**src/rtl/apb_pkg.sv**
```systemverilog
// Shared APB definitions: command-master FSM encodings and default bus widths
// reusable by APB slaves.
package apb_pkg;

  localparam int unsigned ApbAddrWidth = 16;
  localparam int unsigned ApbDataWidth = 32;

  typedef enum logic [1:0] {
    StIdle   = 2'd0,
    StSetup  = 2'd1,
    StAccess = 2'd2,
    StResp   = 2'd3
  } apb_state_e;

endpackage

```
**src/rtl/apb_cmd_master_timer.sv**
```systemverilog
// ACCESS-phase wait counter for apb_cmd_master; only built with
// APB_CMD_MASTER_TIMEOUT_EN.
module apb_cmd_master_timer #(
  parameter int unsigned Limit = 255
) (
  input  logic clk,
  input  logic rst_n,
  input  logic clear,
  input  logic enable,
  output logic expired
);

  localparam int unsigned CntWidth = $clog2(Limit + 1);

  logic [CntWidth-1:0] cnt_q;

  always_ff @(posedge clk) begin
    if (!rst_n) begin
      cnt_q <= '0;
    end else if (clear) begin
      cnt_q <= '0;
    end else if (enable && (cnt_q != CntWidth'(Limit))) begin
      cnt_q <= cnt_q + CntWidth'(1);
    end
  end

  // Fires in the wait cycle whose increment would take the count to Limit.
  assign expired = enable && (cnt_q == CntWidth'(Limit - 1));

endmodule

```
**src/rtl/apb_cmd_master.sv**
```systemverilog
// Valid/ready command stream to APB3 initiator, one transfer in flight.
// Optional ACCESS timeout enabled by defining APB_CMD_MASTER_TIMEOUT_EN.
module apb_cmd_master
  import apb_pkg::*;
#(
  parameter int unsigned W_ADDR         = ApbAddrWidth,
  parameter int unsigned W_DATA         = ApbDataWidth,
  parameter int unsigned TIMEOUT_CYCLES = 255
) (
  input  logic              clk,
  input  logic              rst_n,
  input  logic              cmd_valid,
  output logic              cmd_ready,
  input  logic              cmd_write,
  input  logic [W_ADDR-1:0] cmd_addr,
  input  logic [W_DATA-1:0] cmd_wdata,
  output logic              rsp_valid,
  input  logic              rsp_ready,
  output logic [W_DATA-1:0] rsp_rdata,
  output logic              rsp_err,
  output logic              timeout,
  output logic              apbm_psel,
  output logic              apbm_penable,
  output logic              apbm_pwrite,
  output logic [W_ADDR-1:0] apbm_paddr,
  output logic [W_DATA-1:0] apbm_pwdata,
  input  logic [W_DATA-1:0] apbm_prdata,
  input  logic              apbm_pready,
  input  logic              apbm_pslverr
);

  apb_state_e state_q;
  logic       expired;

`ifdef APB_CMD_MASTER_TIMEOUT_EN
  logic tmr_expired;

  apb_cmd_master_timer #(
    .Limit(TIMEOUT_CYCLES)
  ) u_timer (
    .clk    (clk),
    .rst_n  (rst_n),
    .clear  (state_q == StSetup),
    .enable ((state_q == StAccess) && !apbm_pready),
    .expired(tmr_expired)
  );

  assign expired = tmr_expired;
`else
  // No timer: ACCESS waits indefinitely; the term only keeps the parameter referenced.
  assign expired = 1'b0 & (TIMEOUT_CYCLES == 32'hFFFF_FFFF);
`endif

  always_ff @(posedge clk) begin
    if (!rst_n) begin
      state_q      <= StIdle;
      cmd_ready    <= 1'b0;
      rsp_valid    <= 1'b0;
      rsp_rdata    <= '0;
      rsp_err      <= 1'b0;
      timeout      <= 1'b0;
      apbm_psel    <= 1'b0;
      apbm_penable <= 1'b0;
      apbm_pwrite  <= 1'b0;
      apbm_paddr   <= '0;
      apbm_pwdata  <= '0;
    end else begin
      timeout <= 1'b0;
      unique case (state_q)
        StIdle: begin
          if (cmd_valid && cmd_ready) begin
            cmd_ready   <= 1'b0;
            apbm_psel   <= 1'b1;
            apbm_pwrite <= cmd_write;
            apbm_paddr  <= cmd_addr;
            apbm_pwdata <= cmd_wdata;
            state_q     <= StSetup;
          end else begin
            // Also raises cmd_ready on the first cycle out of reset.
            cmd_ready <= 1'b1;
          end
        end
        StSetup: begin
          apbm_penable <= 1'b1;
          state_q      <= StAccess;
        end
        StAccess: begin
          if (apbm_pready) begin
            apbm_psel    <= 1'b0;
            apbm_penable <= 1'b0;
            rsp_valid    <= 1'b1;
            rsp_rdata    <= apbm_pwrite ? '0 : apbm_prdata;
            rsp_err      <= apbm_pslverr;
            state_q      <= StResp;
          end else if (expired) begin
            apbm_psel    <= 1'b0;
            apbm_penable <= 1'b0;
            rsp_valid    <= 1'b1;
            rsp_rdata    <= '0;
            rsp_err      <= 1'b1;
            timeout      <= 1'b1;
            state_q      <= StResp;
          end
        end
        StResp: begin
          if (rsp_ready) begin
            rsp_valid <= 1'b0;
            cmd_ready <= 1'b1;
            state_q   <= StIdle;
          end
        end
        default: state_q <= StIdle;
      endcase
    end
  end

endmodule

```
**config.mk**
```make
export PLATFORM = sky130hd
export DESIGN_NAME = apb_cmd_master
export DESIGN_NICKNAME = d
export VERILOG_FILES = /design/src/rtl/apb_pkg.sv /design/src/rtl/apb_cmd_master_timer.sv /design/src/rtl/apb_cmd_master.sv
export SDC_FILE = /design/constraint.sdc
export NUM_CORES = 1
export LEC_CHECK = 0
export CAP_MARGIN = 10
export CORE_UTILIZATION = 37
export DETAILED_ROUTE_END_ITERATION = 8
export PLACE_DENSITY = 0.77
export SYNTH_ARGS = -nofsm -noshare
export SYNTH_HDL_FRONTEND = slang
export SYNTH_SLANG_ARGS = --single-unit
```
**constraint.sdc**
```tcl
create_clock -name clk -period 1.5 [get_ports clk]
set_input_delay 0.45 -clock clk [delete_from_list [all_inputs] [get_ports clk]]
set_output_delay 0.45 -clock clk [all_outputs]
set_load 0.02 [all_outputs]
```
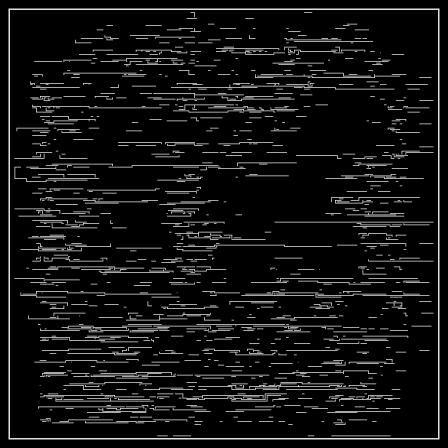
(images/layer_met1.png)
The longest straight run is 37.3 um. 576 nets have wire on it. The layer carries 4130 um of wire. The wires run mostly horizontal. The layer holds 43% of the routed length.

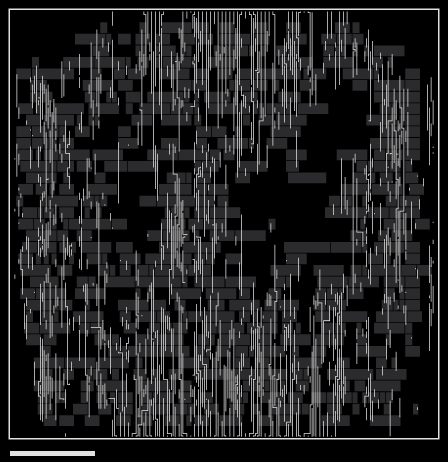
(images/layer_met2.png)
Scale bar: 20 um.
The layer carries 4770 um of wire. 547 nets have wire on it. The layer holds 49% of the routed length.
met2 Use GR: 32.6%
DR vias: 3368
final WL: 9.72 mm

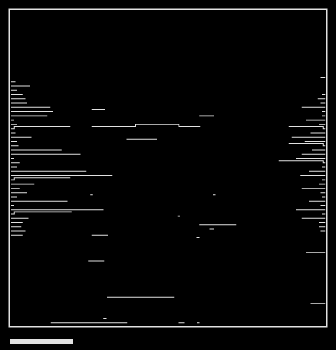
(images/layer_met3.png)
Scale bar: 20 um.
The wires run mostly horizontal. 80 nets have wire on it. The layer carries 600 um of wire.

==> ci_impl_report.md <==
### Flow metrics

| Metric | Value |
|---|---|
| Cell with the most instances after synthesis | `nand2_1` |
| Number of global-route vias before repair | `3270` |
| Clock network power | `0.00180 W` |
| Synth Seq Share | `48.9%` |
| Outcome | `finished, final reports clean` |
| CP max FO | `2` |
| CP bufs+invs | `1` |
| Tap cell instance count | `129` |
| Count of non-filler cells in the finished layout | `703` |
| Overall power | `0.00695 W` |
| Top cell class by occupied area | `buffers` |
| Hold Crit Start | `apbm_paddr[11]$_SDFFE_PN0P_` |
| # Cells Yosys | `405` |
| Async set-reset flop share out of synthesis | `0%` |
| Post-Synthesis Cells | `405` |
| Setup bufs post-CTS | `0` |
| Clock buffer count | `9` |
| Flop share of the area | `31.4%` |
| Worst-case clock skew | `0.00887 ns` |
| PostCTS Resize Cnt | `110` |
| Design area | `5610 um2` |
| Post-layout minimum cycle time | `1.47 ns` |
| Adder share | `2.08%` |
| DR top layer | `met4` |
| Power Sequential | `0.00280 W` |
| Worst reg2reg path endpoint | `state_q[1]$_SDFFE_PN0P_` |
| PortBufs | `172` |
| Crit-path cells | `dlygate4sd2_1` |
| Insertion delay at the late pin of the worst-skew pair | `0.35 ns` |
| Top_reg_cell synth | `dfxtp_1` |
| Yosys simple share | `23.1%` |
| Synth cell types | `26` |
| Final HPWL DP | `6.69 mm` |
| Mean Syn Cell Area | `8.90 um2` |
| TritonCTS Buffers | `9` |
| Die Height | `101 um` |
| Setup CP Type | `reg -> out` |
| Total core area | `9330 um2` |
| Bufs w/o clock | `189` |
| Via/cell ratio | `4.79` |
| Final Setup Violations | `0` |
| Tool warnings | `31` |
-- flip-flops by register name (all words and copies together), names as in the netlist --
register	cells
apbm_psel	1
state_q	2
apbm_paddr	16
rsp_err	1
apbm_penable	1
cmd_ready	1
rsp_rdata	32
apbm_pwrite	1
apbm_pwdata	32
rsp_valid	1
-- cell usage in the layout (no fill, tap or decap), types with 2 or more instances in the layout --
| master | instances |
|---|---|
| clkdlybuf4s15_1 | 49 |
| buf_12 | 6 |
| a21boi_1 | 10 |
| bufinv_16 | 2 |
| clkbuf_8 | 9 |
| clkdlybuf4s15_2 | 2 |
| buf_4 | 7 |
| dfxtp_2 | 2 |
| buf_6 | 2 |
| inv_1 | 3 |
| clkdlybuf4s50_1 | 85 |
| clkinv_2 | 2 |
| mux2i_1 | 2 |
| dlygate4sd2_1 | 4 |
| nand4b_1 | 32 |
| ha_1 | 5 |
| dfxtp_1 | 86 |
| o221a_2 | 2 |
| clkbuf_2 | 31 |
| a21boi_0 | 73 |
| nand2_1 | 137 |
| a21oi_1 | 2 |
-- metrics by stage --
stage	hold WS (ns)	setup TNS, ns
floorplan	0.469	0
finish	0.454	0
global route	0.473	0
CTS	0.456	0
global placement	0.441	-15.33
detailed placement	0.447	-18.17
-- how the worst max path moves through the flow --
stage,startpoint,to,slack (ns)
final,apbm_pwdata[4]$_SDFFE_PN0P_,apbm_pwdata[4],0.03
after global routing,cmd_ready$_SDFFE_PN0P_,cmd_ready,0.0002
after CTS,rsp_rdata[13]$_SDFFE_PN0P_,rsp_rdata[13],0.0003
after detailed placement,cmd_valid,apbm_pwdata[31]$_SDFFE_PN0P_,-0.28
after global placement,apbm_pready,rsp_rdata[10]$_SDFFE_PN0P_,-0.23
after floorplan,state_q[0]$_SDFFE_PN0P_,apbm_paddr[14]$_SDFFE_PN0P_,0.08
No activity file was given, so power comes from the tool's default toggle rates.
